### Signal wires by layer

Two of the layers only.
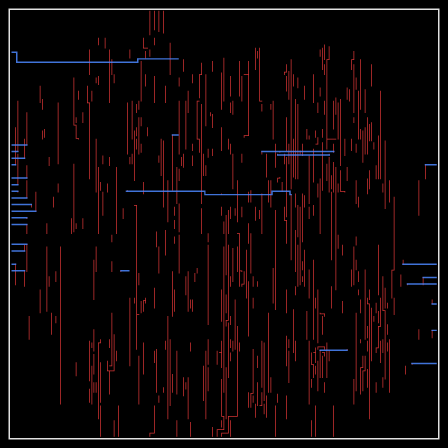
### The clock network

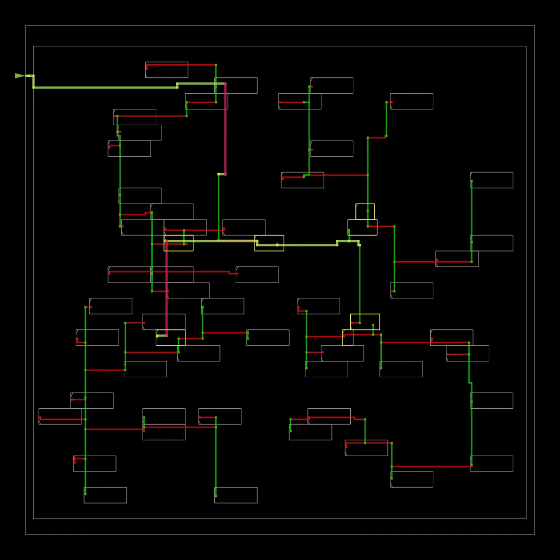
### Wiring heat map

18 x 18 tiles, from dark purple (low) to yellow (high), scaled to the fullest tile. Values are wire area over tile area, all layers added.
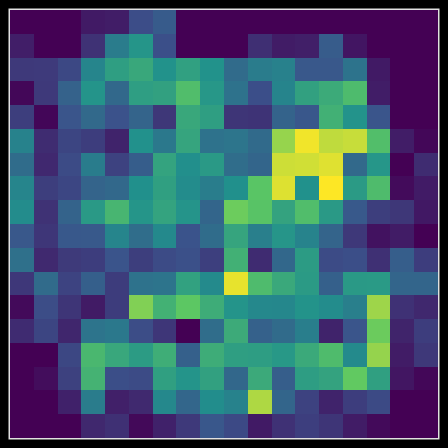
### Sequential cells colored by netlist name

Bar = 20 µm. Other sequential cells in the stronger gray, the rest of the logic in the fainter gray.
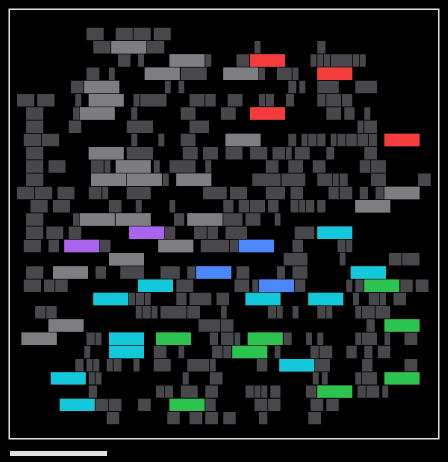
==> config.mk <==
export PLATFORM = sky130hd
export DESIGN_NAME = spi_mem_bridge
export DESIGN_NICKNAME = d
export VERILOG_FILES = /design/src/rtl/spi_mem_bridge.sv
export SDC_FILE = /design/constraint.sdc
export NUM_CORES = 1
export LEC_CHECK = 0
export CAP_MARGIN = 20
export CORE_UTILIZATION = 35
export CTS_CLUSTER_SIZE = 24
export DETAILED_ROUTE_END_ITERATION = 7
export PLACE_DENSITY_LB_ADDON = 0.05
export SLEW_MARGIN = 20
export SYNTH_ARGS = -nofsm -noshare
export SYNTH_HDL_FRONTEND = slang
export SYNTH_SLANG_ARGS = --single-unit
==> constraint.sdc <==
create_clock -name clk -period 2.7 [get_ports clk]
set_input_delay 0.405 -clock clk [delete_from_list [all_inputs] [get_ports clk]]
set_output_delay 0.405 -clock clk [all_outputs]
set_load 0.1 [all_outputs]
==> notes.md <==
yosys + openroad results -> Tightest Pin Transition=0.702 ns, Worst R2R Path Depth=5, WHS=0.442 ns, largest net degree at the start of global routing=26, Top delay family on crit path=flip-flops, cell type with the largest total area=dfxtp_1, Inserted Diodes=0, placed insts=418, hpwl dp=3990 µm, critical path's slowest cell=dfxtp_1, Worst Setup End Kind=output pin, post-DR vias/cell=5.15, Max-cap violations=0, setup TNS=0 ns, synthesized area per cell=8.52 µm², Synth Seq Share=0.395, Placer Congestion=0.749, crit path DRT=2.30 ns, WHS Path Cells=1, CORE AREA=6940 µm², final hold vios=0, drt drc=0, CP Depth=3, CTS Buffer Depth=2, critical path type=reg -> out, Initial DRC Count=107, vias in the first global route=1939, Top Ports=42, number of detailed-route iterations in the first pass=4, Latency at later pin=0.30 ns, Syn. warnings=0, Die Y-Extent=87.9 µm, Worst Path Max Fanout=11, cell count listed in synth_stat.txt=303, Cell Pwr Density=426 nW/µm², Slew Limit Fails=0, Clock transition at path regs=0.09 ns, RSZ-0062 raised after global routing=no, minimum clock period=2.17 ns, Reg2Reg Setup Slack=0.63 ns, Root Driver=clkbuf_8, count leader, synth=dfxtp_1, CP arrival=1.77 ns, clock sinks=51, H-tree depth=2, status=finished, final reports clean, Largest register FFs=11, LEAKAGE=1.07 nW, Post-Place Cell Area=2980 µm², Synth cell types=54, Yosys chip area=2580 µm², flip-flops with a built-in enable=0, first-pass GRT wire length=9520 µm, Core Util at FP=0.372, layout cells sized above 1=0.164, Synth Cell Area=2580 µm², CTS resizes=0, CTS buffer count=5, TritonCTS clock tree=built, Synth flops=51, Commonest flop=dfxtp_1, Worst VDD drop=0.232 mV, Nets=354, I/O Buffers=41, Final Setup Violations=0, final std cells w/o fill=425, Crit path largest cell delay=0.56 ns, # rows=30, Log Warnings=29, CP Launch Type=flip-flop, f_max=461 MHz, CP Buf/Inv Count=1, Mapped Cells=303, Syn Nets=328, final instance area=3070 µm², fraction of the cycle the final worst path needs=0.804, DRT antenna net count=0, initial antenna violation count=0, CTS Hold Buffers Added=0
-- 'Signal wires by layer' (at the start) --
met3 -> blue  # wire length 169 µm
met2 -> red  # wire length 2440 µm
Total Wirelength: 5630 µm
Avg WL per Cell: 13.2 µm

-- 'The clock network' (at the start) --
clock buffers: 5
Power Clock: 0.431 mW

-- 'Wiring heat map' (at the start) --
densest ninth of the die = center
tiles over half the peak = 28%
nearly empty tiles = 14%
fullest tile = 0.35
all-layer global routing usage: 0.157
vias: 2187

-- 'Sequential cells colored by netlist name' (at the start) --
state_q -> blue  # placed flops 3
addr -> green  # placed flops 8
sck_sync_q -> purple  # placed flops 2
bit_cnt_q -> red  # placed flops 4
shift_in_q -> cyan  # placed flops 11
sequential group power: 0.775 mW
sequential cell area: 1020 µm²
sequential cell area share: 0.333
Post-Route Utilization: 0.442

kinds of logic (layout without fill, tap and decap cells):
| group | count (synthesis) | count (layout) | share of synthesized area |
|---|---|---|---|
| AOI/OAI and AO/OA | 81 | 81 | 0.231 |
| xor gates and xnor gates | 1 | 1 | 0.00339 |
| adders and majority gates | 4 | 4 | 0.0194 |
| buffers and inverters | 40 | 66 | 0.0746 |
| DFF | 51 | 51 | 0.395 |
| muxes | 11 | 11 | 0.0431 |
| and+or+nand+nor | 115 | 115 | 0.234 |
through the flow:
step	power [mW]	setup WS, ns	utilization
2_1_floorplan	0.849	-0.0941	-
3_3_place_gp	0.894	0.707	0.429
3_5_place_dp	0.894	0.648	0.429
4_1_cts	1.33	0.520	0.441
5_1_grt	1.37	0.425	0.442
6_report	1.31	0.530	0.442
layout by cell type, fill, tap and decap left out, types with 5 or more instances in the layout:
cell type / netlist / routed
a221oi_2: 5 / 5
inv_1: 11 / 11
a22oi_1: 6 / 6
a21oi_1: 18 / 18
a211oi_1: 9 / 9
dfxtp_1: 51 / 51
clkdlybuf4s50_1: 0 / 20
mux2i_1: 10 / 10
nand2_1: 36 / 36
and2_1: 11 / 11
clkbuf_8: 0 / 5
nor2_1: 28 / 28
buf_4: 8 / 28
and3_1: 5 / 5
o22a_1: 7 / 7
nand2b_1: 6 / 6
o21ai_0: 14 / 14
layer usage:
| metal | GRT usage | wire (µm) | vias to the layer above |
|---|---|---|---|
| met2 | 0.238 | 2440 | 36 |
| met3 | 0.0283 | 168 | 4 |
| met1 | 0.228 | 3000 | 1030 |
| met4 | 0.0402 | 31 | 0 |
| met5 | 0 | 0 | - |
| li1 | - | - | 1117 |
cell type report:
type | instances | area [µm²]
clock inverter | 2 | 13.8
tap | 96 | 120
inverter | 11 | 41.3
multi-input combinational | 212 | 1390
clock buffer | 5 | 68.8
timing repair buffer | 48 | 410
fill | 717 | 3880
sequential | 51 | 1020
where the power goes:
| part | switching, mW | internal (mW) | leakage, nW |
|---|---|---|---|
| sequential | 0.0107 | 0.765 | 0.413 |
| combinational | 0.0459 | 0.0545 | 0.615 |
| clock | 0.253 | 0.178 | 0.0440 |
| total | 0.310 | 0.997 | 1.07 |
Power and IR drop assume default switching activity.
